`src/rtl/nibble_serial_pkg.sv`:
```
// Shared constants and FSM state encoding for the nibble-serial adder.
package nibble_serial_pkg;

  localparam int NIBBLE_W = 4;

  typedef enum logic [1:0] {
    IDLE,
    RUN,
    DONE
  } state_t;

endpackage

```
`src/rtl/adder_4bit.sv`:
```
// Combinational 4-bit adder with carry-in; overflow is the unsigned carry-out.
module adder_4bit (
  input  logic [3:0] a,
  input  logic [3:0] b,
  input  logic       carry_in,
  output logic [3:0] sum,
  output logic       overflow
);

  assign {overflow, sum} = {1'b0, a} + {1'b0, b} + {4'b0000, carry_in};

endmodule

```
`src/rtl/nibble_serial_adder.sv`:
```
// Wide adder built from one adder_4bit, one nibble per cycle, LSB nibble first.
// Optional signed_ovf output is enabled by defining NIBBLE_SERIAL_SIGNED_OVF_EN.
//
// state | meaning
// IDLE  | waiting for an operand pair (in_ready=1)
// RUN   | adding nibble idx, carry held in carry_reg
// DONE  | result held until out_ready
module nibble_serial_adder
  import nibble_serial_pkg::*;
#(
  parameter int NUM_NIBBLES = 4
) (
  input  logic                            clk,
  input  logic                            rst,
  input  logic                            in_valid,
  output logic                            in_ready,
  input  logic [NIBBLE_W*NUM_NIBBLES-1:0] op_a,
  input  logic [NIBBLE_W*NUM_NIBBLES-1:0] op_b,
  input  logic                            carry_in,
  output logic                            out_valid,
  input  logic                            out_ready,
  output logic [NIBBLE_W*NUM_NIBBLES-1:0] sum,
  output logic                            overflow,
  output logic                            busy
`ifdef NIBBLE_SERIAL_SIGNED_OVF_EN
  ,
  output logic                            signed_ovf
`endif
);

  localparam int W     = NIBBLE_W * NUM_NIBBLES;
  localparam int IDX_W = (NUM_NIBBLES > 1) ? $clog2(NUM_NIBBLES) : 1;

  state_t             state, state_next;
  logic [W-1:0]       a_reg, b_reg, sum_reg;
  logic               carry_reg, ovf_reg;
  logic [IDX_W-1:0]   idx;
  logic               last;
  int                 nib_base;
  logic [NIBBLE_W-1:0] add_a, add_b, add_sum;
  logic               add_cout;

  assign last     = (idx == IDX_W'(NUM_NIBBLES - 1));
  assign nib_base = NIBBLE_W * int'(idx);
  assign add_a    = a_reg[nib_base +: NIBBLE_W];
  assign add_b    = b_reg[nib_base +: NIBBLE_W];

  adder_4bit u_adder (
    .a        (add_a),
    .b        (add_b),
    .carry_in (carry_reg),
    .sum      (add_sum),
    .overflow (add_cout)
  );

  always_ff @(posedge clk) begin
    if (rst) state <= IDLE;
    else     state <= state_next;
  end

  always_comb begin
    state_next = state;
    case (state)
      IDLE:    if (in_valid)  state_next = RUN;
      RUN:     if (last)      state_next = DONE;
      DONE:    if (out_ready) state_next = IDLE;
      default:                state_next = IDLE;
    endcase
  end

  always_ff @(posedge clk) begin
    if (rst) begin
      a_reg     <= '0;
      b_reg     <= '0;
      sum_reg   <= '0;
      carry_reg <= 1'b0;
      ovf_reg   <= 1'b0;
      idx       <= '0;
    end else begin
      case (state)
        IDLE: begin
          if (in_valid) begin
            a_reg     <= op_a;
            b_reg     <= op_b;
            carry_reg <= carry_in;
            sum_reg   <= '0;
            idx       <= '0;
          end
        end
        RUN: begin
          sum_reg[nib_base +: NIBBLE_W] <= add_sum;
          carry_reg <= add_cout;
          idx       <= idx + IDX_W'(1);
          if (last) ovf_reg <= add_cout;
        end
        default: ;
      endcase
    end
  end

`ifdef NIBBLE_SERIAL_SIGNED_OVF_EN
  // Top sum bit comes straight from the adder on the final nibble.
  logic sovf_reg;
  always_ff @(posedge clk) begin
    if (rst) begin
      sovf_reg <= 1'b0;
    end else if (state == RUN && last) begin
      sovf_reg <= (a_reg[W-1] == b_reg[W-1]) && (add_sum[NIBBLE_W-1] != a_reg[W-1]);
    end
  end
  assign signed_ovf = sovf_reg;
`endif

  assign in_ready  = (state == IDLE);
  assign out_valid = (state == DONE);
  assign busy      = (state != IDLE);
  assign sum       = sum_reg;
  assign overflow  = ovf_reg;

endmodule

```
`config.mk`:
```
export PLATFORM = sky130hd
export DESIGN_NAME = nibble_serial_adder
export DESIGN_NICKNAME = d
export VERILOG_FILES = /design/src/rtl/nibble_serial_pkg.sv /design/src/rtl/adder_4bit.sv /design/src/rtl/nibble_serial_adder.sv
export SDC_FILE = /design/constraint.sdc
export NUM_CORES = 1
export LEC_CHECK = 0
export CAP_MARGIN = 20
export CORE_MARGIN = 10
export CORE_UTILIZATION = 50
export CTS_CLUSTER_SIZE = 10
export DETAILED_ROUTE_END_ITERATION = 8
export PLACE_DENSITY = 0.87
export SKIP_LAST_GASP = 1
export SYNTH_ARGS = -nofsm -noshare
export SYNTH_HDL_FRONTEND = slang
export SYNTH_SLANG_ARGS = --single-unit
```
`constraint.sdc`:
```
create_clock -name clk -period 7.57 [get_ports clk]
set_input_delay 1.514 -clock clk [delete_from_list [all_inputs] [get_ports clk]]
set_output_delay 1.514 -clock clk [all_outputs]
set_load 0.005 [all_outputs]
```
### Register map, names as in the netlist, run 1

Scale bar: 20 µm.
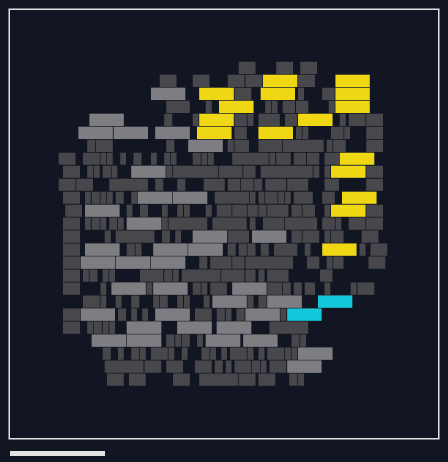
[cyan] `state` | sequential cells: 2
[yellow] `sum` | sequential cells: 16
not coloured: 36

### The metal 1 layer, run 1

Scale bar: 20 µm. Supply wires on this layer in grey.
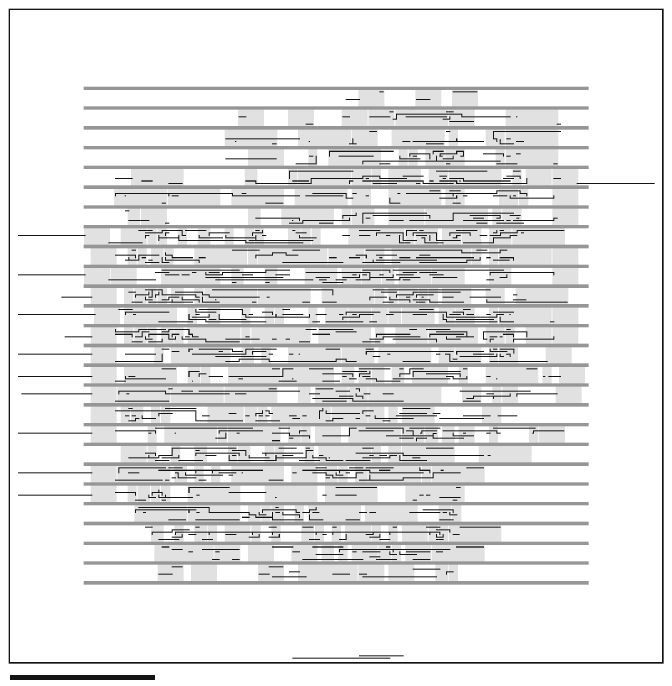
wire length on this layer: 2280 µm
share of all routed wire: 39%

==> changes_impl.md, run 1 <==
## Implementation

* Worst setup margin at 4273 ps
* FF-to-FF setup slack at 4270 ps
* Detail Route Antenna Nets at 0
* Hold Path Class: reg -> reg
* Final nets at 357
* Clock transition at path regs at 90 ps
* Clock buffer count from CTS at 5
* Asr flop ratio synth at 0%
* Die width at 89.64 µm
* Final critical-path required period at approximately 3300 ps
* Crit path DRT at 7810 ps
* Area growth syn-to-layout at 27.66%
* RSZ-0062 raised after global routing: false
* Max_slew headroom at between 30% and 40%
* Row count at 25
* Initial DRC count at around 120
* Synth cell types at 32
* Count leader, synth: nand2_1
* Area leader share at 44.58%
* VDD IR max at 0.1240 mV
* Max-cap check violation count at 0
* Core Region at roughly 4700 µm²
* Pre-CTS WS at 4298 ps
* Die Size at 8035 µm²
* Final setup TNS at 0 ps
* Final wirelength at 5.896 mm
* Final hold vios at 0
* Largest net degree at the start of global routing at 55
* Clock Skews at 3.786 ps
* Number of enable flip-flop cells at 0
* Placed cells at 371
* Setup bufs post-CTS at 0
* Max Root-Sink Buffers at 2
* Clock latency at the later pin of the worst-skew pair at 300 ps
* CTS tree: yes
* Grt total ovfl at 0
* Post-cts sizing count at 0
* Final period util at 43.55%
* Post-cts hold buffer count at 0
* Post-placement cell area at 2987 µm²
* Initial DRT Pass Iterations at 4
* DP Wirelength at 4.316 mm
* Status: completed
* Yosys cell count at 263
* Crit path launch type: flip-flop
### Track usage over the die, run 1

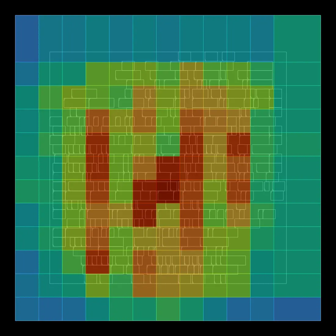
grt met3 use: 5.054%
GR peak layer: met2

### Routed metal, one colour a layer, run 1

Only two layers are drawn.
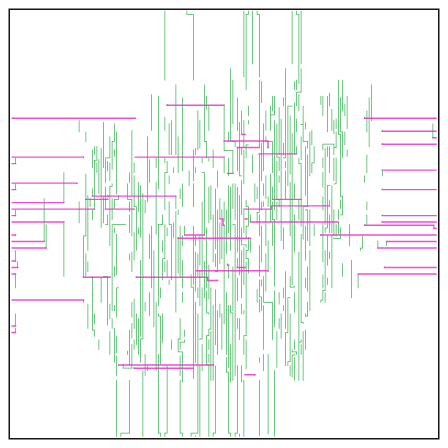
[green] metal 2 | wire length: 3020 µm
[magenta] metal 3 | wire length: 524 µm

## run 1: logic make-up (layout without fill, tap and decap cells)
| kind of cell | after synthesis | count (layout) | share of synthesized area (%) |
|---|---|---|---|
| simple gates | 107 | 107 | 21.05 |
| buf+inv | 20 | 69 | 4.953 |
| flops | 54 | 54 | 44.58 |
| compound gates | 64 | 64 | 16.20 |
| fa+ha+maj | 9 | 9 | 5.263 |
| mux | 8 | 8 | 7.585 |
| xor+xnor | 1 | 1 | 0.3613 |
## run 1: power breakdown
group          switching (W)  total (W)  internal, W
combinational      0.0000470  0.0000954    0.0000484
clock              0.0000903   0.000188    0.0000974
sequential         0.0000121   0.000309     0.000297
total               0.000149   0.000592     0.000442
## run 1: final timing paths
path	from	end	cells after the start
worst min-delay path	b_reg[7]	b_reg[7]	2
worst max register to register	idx[0]	sum[10]	6
worst max-delay path	idx[0]	sum[10]	6
worst min register to register	b_reg[7]	b_reg[7]	2
## run 1: worst max-delay path: stages, from the launching register on
cell,delay [ps]
dfxtp_1,990
mux4_2,660
fa_1,450
fa_1,420
xor2_1,410
a22oi_1,180
nor2_1,110
## run 1: layer usage
metal	routed length, µm	GRT usage, %
met1	2276	15.96
met2	3020	26.12
met3	523	5.054
met4	74	4.769
met5	0	0
## run 1: cell type report
| class | instances | area [µm²] | share of cell area [%] |
|---|---|---|---|
| multi-input combinational | 189 | 1224 | 39.53 |
| timing repair buffer | 57 | 583.1 | 18.84 |
| inverter | 4 | 15.01 | 0.4850 |
| tap | 67 | 83.83 | 2.708 |
| clock buffer | 5 | 68.82 | 2.223 |
| sequential | 54 | 1081 | 34.92 |
| clock inverter | 3 | 40.04 | 1.293 |
## Run 2: what changed since run 1
--- a/config.mk
+++ b/config.mk
@@ -7,10 +7,10 @@
 export LEC_CHECK = 0
 export CAP_MARGIN = 20
 export CORE_MARGIN = 10
-export CORE_UTILIZATION = 50
+export CORE_UTILIZATION = 45
 export CTS_CLUSTER_SIZE = 10
 export DETAILED_ROUTE_END_ITERATION = 8
-export PLACE_DENSITY = 0.87
+export PLACE_DENSITY = 0.83
 export SKIP_LAST_GASP = 1
 export SYNTH_ARGS = -nofsm -noshare
 export SYNTH_HDL_FRONTEND = slang
==> constraint.sdc (replaced) <==
create_clock -name clk -period 2.78 [get_ports clk]
set_input_delay 0.556 -clock clk [delete_from_list [all_inputs] [get_ports clk]]
set_output_delay 0.556 -clock clk [all_outputs]
set_load 0.005 [all_outputs]
### Register map, names as in the netlist, run 2

Scale bar: 20 µm.
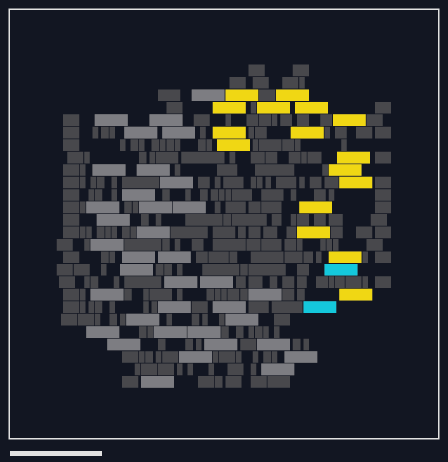
[cyan] `state` | sequential cells: 2
[yellow] `sum` | sequential cells: 16

### Port wiring, run 2

Scale bar: 20 µm.
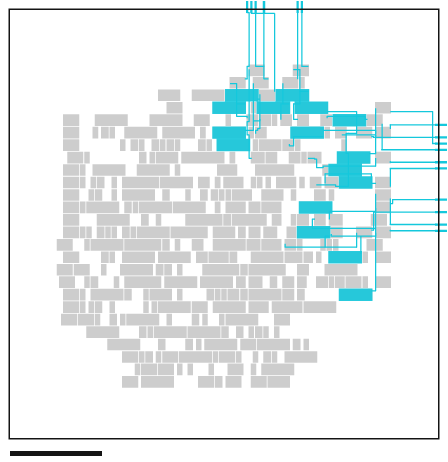
[cyan] `sum` | bits: 16 | direction: output | end cells: 16 | buffers: 16 | wire: 523 µm

==> changes_impl.md, run 2 <==
## Implementation

* Clock Skews at between 6 and 7 ps
* CP Cell Sequence: mux4_2 > fa_1 > fa_1 > a21o_1 > a21oi_1 > nand2b_1 > a21oi_1
* Pre-CTS WS at 283.0 ps
* Asr flop ratio synth at 0%
* Worst stage delay on the critical path at 540 ps
* Final hold vios at 0
* Initial DRT Pass Iterations at 4
* RSZ-0062 raised after global routing: false
* Register area at roughly 1100 µm²
* Yosys cell count at approximately 260
* Crit path launch type: flip-flop
* Final period util at 90.50%
* Largest net degree at the start of global routing at approximately 55
* Worst R2R Path Depth at 7
* Detail Route Antenna Nets at 0
* Final setup TNS at 0 ps
* Number of enable flip-flop cells at 0
* FF-to-FF setup slack at 260 ps
* Initial DRC count at 91
* CTS tree: yes
* Final nets at around 360
* Post-cts hold buffer count at 0
* Final critical-path required period at around 2500 ps
* Power share of the clock group at 29.1%
* Setup bufs post-CTS at 0
* Count leader, synth: nand2_1
* Worst setup path startpoint: idx[0]
* Reg power frac at 53.9%
* Grt total ovfl at 0
* Area leader share at about 45%
* Max-cap check violation count at 0
* Status: completed
* Worst setup margin at 264.0 ps
* Post-cts sizing count at 0
* VDD IR max at 0.2622 mV
* CP max stage cell: mux4_2
* Synth cell types at 32
* Clock transition at path regs at about 90 ps
## run 2: cell counts after synthesis
Identical to the previous run, type by type.
## run 2: power by group through the flow
stage	combinational (W)	sequential, W	clock, W
after detailed placement	0.000263	0.000851	0
after global routing	0.000291	0.000837	0.000484
after floorplan	0.000172	0.000841	0
after global placement	0.000258	0.000849	0
after CTS	0.000264	0.000833	0.000461
final	0.000263	0.000832	0.000449
## run 2: worst max-delay path: cells and delay by family, from the launching register on
kind / cells / cell delay [ps]
fa+ha+maj: 2 / 870
mux: 1 / 540
flops: 1 / 420
compound gates: 3 / 410
simple gates: 1 / 130
## run 2: cells by family after synthesis
family | count (synthesis) | synth area share [%]
buffers and inverters | 20 | 4.953
xor gates and xnor gates | 1 | 0.3613
adders and majority gates | 9 | 5.263
DFF | 54 | 44.58
and+or+nand+nor | 107 | 21.05
muxes | 8 | 7.585
AOI/OAI and AO/OA | 64 | 16.20
## run 2: worst min-delay path by stage
stage / from / endpoint
3_3_place_gp: b_reg[11] / b_reg[11]
3_5_place_dp: b_reg[3] / b_reg[3]
6_report: b_reg[9] / b_reg[9]
2_1_floorplan: b_reg[7] / b_reg[7]
5_1_grt: b_reg[1] / b_reg[1]
4_1_cts: b_reg[3] / b_reg[3]
## run 2: layer usage
metal  up-vias  track usage [%]  part of all wire [%]
met5         -                0                     0
met4         0            5.784                   1.3
met3         8            4.956                   7.3
met2        54            22.27                    49
met1       925            14.64                    42
li1       1013                -                     -
## run 2: layout make-up
cell class / count / area share (%)
well taps: 70 / 2.833
multi-input cells: 189 / 39.58
clock buffers: 7 / 2.792
flip-flops and latches: 54 / 34.97
clock inverters: 1 / 0.1619
repair buffers: 61 / 19.18
inverters: 4 / 0.4856
## Run 3: what changed since run 2
--- a/config.mk
+++ b/config.mk
@@ -7,10 +7,10 @@
 export LEC_CHECK = 0
 export CAP_MARGIN = 20
 export CORE_MARGIN = 10
-export CORE_UTILIZATION = 45
+export CORE_UTILIZATION = 49
 export CTS_CLUSTER_SIZE = 10
 export DETAILED_ROUTE_END_ITERATION = 8
-export PLACE_DENSITY = 0.83
+export PLACE_DENSITY = 0.86
 export SKIP_LAST_GASP = 1
 export SYNTH_ARGS = -nofsm -noshare
 export SYNTH_HDL_FRONTEND = slang
==> constraint.sdc (replaced) <==
create_clock -name clk -period 2.4 [get_ports clk]
set_input_delay 0.48 -clock clk [delete_from_list [all_inputs] [get_ports clk]]
set_output_delay 0.48 -clock clk [all_outputs]
set_load 0.005 [all_outputs]
### Routed metal, one colour a layer, run 3

Only two layers are drawn.
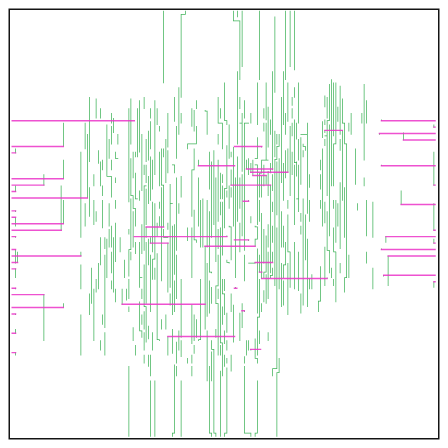
[magenta] metal 3 | wire length: 358 µm
[green] metal 2 | wire length: 2980 µm

### Port wiring, run 3

Scale bar: 20 µm.
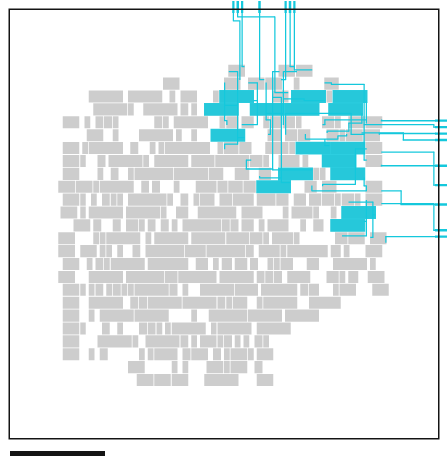
[cyan] `sum` | bits: 16 | direction: output | end cells: 16 | buffers: 16 | wire: 546 µm

==> changes_impl.md, run 3 <==
## Implementation

* Status: completed
* Hold Path Class: reg -> reg
* Detail Route Antenna Nets at 0
* Power share of the clock group at 27.8%
* Asr flop ratio synth at 0%
* Clock transition at path regs at 100 ps
* DRT met1 WL at 2.461 mm
* Reg power frac at 54.2%
* Final setup TNS at 0 ps
* CP max stage cell: mux4_2
* Initial DRT Pass Iterations at 4
* Pre-CTS WS at 54.05 ps
* Crit path DRT at ~2600 ps
* Crit path launch type: flip-flop
* Worst setup margin at 75.79 ps
* Max Root-Sink Buffers at 2
* Clock buffer count from CTS at 5
* Comb pwr share at 18.0%
* Synth cell types at 32
* Aoi share at 16.20%
* Critical path's most frequent cell: fa_2
* RSZ-0062 raised after global routing: true
* Top Layer Used: met4
* Core Region at 4755 µm²
* Yosys cell count at 263
* Delay-heaviest family, CP: adder cells
* Switch share at 26.63%
* Final hold vios at 0
* Max-cap check violation count at 0
* Final critical-path required period at approximately 2300 ps
* Routed wl met2 at 2.977 mm
* WP buf/inv at 1
* Met1 Usage GRT at roughly 16%
* Clock latency at the later pin of the worst-skew pair at 310 ps
* Area leader share at 44.58%
* Simple share at 21.05%
* Die width at approximately 90 µm
* Switching pwr at 0.0004734 W
* Final wirelength at 5.901 mm
* CP Cell Sequence: mux4_2 > fa_2 > fa_2 > xor2_1 > buf_4 > a22oi_1 > nor2_1
* Placed cells at roughly 380
* DP Wirelength at between 4 and 5 mm
* VDD IR max at 0.2992 mV
* Final nets at 365
* Die Size at 8162 µm²
* Clock Skews at 10.49 ps
* Grt total ovfl at 0
* Count leader, synth: nand2_1
* Max_slew headroom at 59.73%
* GR peak layer: met2
* Fill cells at roughly 410
* Met2 Use GR at 25.12%
* Main logic family: simple AND/OR/NAND/NOR gates
* Number of enable flip-flop cells at 0
* Post-placement cell area at 3028 µm²
* Initial DRC count at 146
* Grt met3 use at 4.323%
* Worst stage delay on the critical path at 520 ps
* Row count at 25
* Yosys adder share at 5.263%
* H-tree depth at 2
* Mux frac, synth at under 10%
-- run 3: netlist changes by cell type in the layout (fill, tap and decap cells not counted) --
cell,previous run,this run
buf_4,5,9
fa_1,2,0
fa_2,0,2
a21oi_1,38,37
a21oi_2,0,1
clkbuf_8,6,5
clkinv_4,0,1
dfxtp_1,54,53
dfxtp_4,0,1
-- run 3: final cells by class --
type | instances | area [µm²] | area share [%]
timing repair buffer | 65 | 623.1 | 19.94
clock buffer | 6 | 72.57 | 2.322
clock inverter | 2 | 13.76 | 0.4404
inverter | 4 | 15.01 | 0.4804
multi-input combinational | 189 | 1232 | 39.43
tap | 67 | 83.83 | 2.682
sequential | 54 | 1085 | 34.71
-- run 3: kinds of logic after synthesis --
family                     Yosys count
AOI/OAI and AO/OA                   64
xor gates and xnor gates             1
adders and majority gates            9
buffers and inverters               20
DFF                                 54
muxes                                8
and+or+nand+nor                    107
-- run 3: power by group through the flow --
stage / clock (W) / combinational [W] / sequential [W]
CTS: 0.000503 / 0.000318 / 0.000963
floorplan: 0 / 0.000203 / 0.000975
detailed placement: 0 / 0.000316 / 0.000984
finish: 0.000494 / 0.000320 / 0.000963
global route: 0.000546 / 0.000349 / 0.000969
global placement: 0 / 0.000305 / 0.000982
-- run 3: path summary, 6_finish.rpt --
check / depth (start not counted) / end / slack (ps) / start
max: 7 / sum[10] / 80 / idx[0]
min: 2 / b_reg[13] / 460 / b_reg[13]
max reg2reg: 7 / sum[10] / 80 / idx[0]
min reg2reg: 2 / b_reg[13] / 460 / b_reg[13]
-- run 3: what timing repair did --
| action | CTS | global route |
|---|---|---|
| gates resized | 0 | 1 |
| endpoints found under the setup margin | 0 | 5 |
| buffers inserted | 0 | 1 |
-- run 3: worst min-delay path, stage by stage (launching register included) --
cell and delay [ps]:
dfxtp_1 320, nand2_1 50, a21oi_1 50
No activity file was given, so power comes from the tool's default toggle rates.
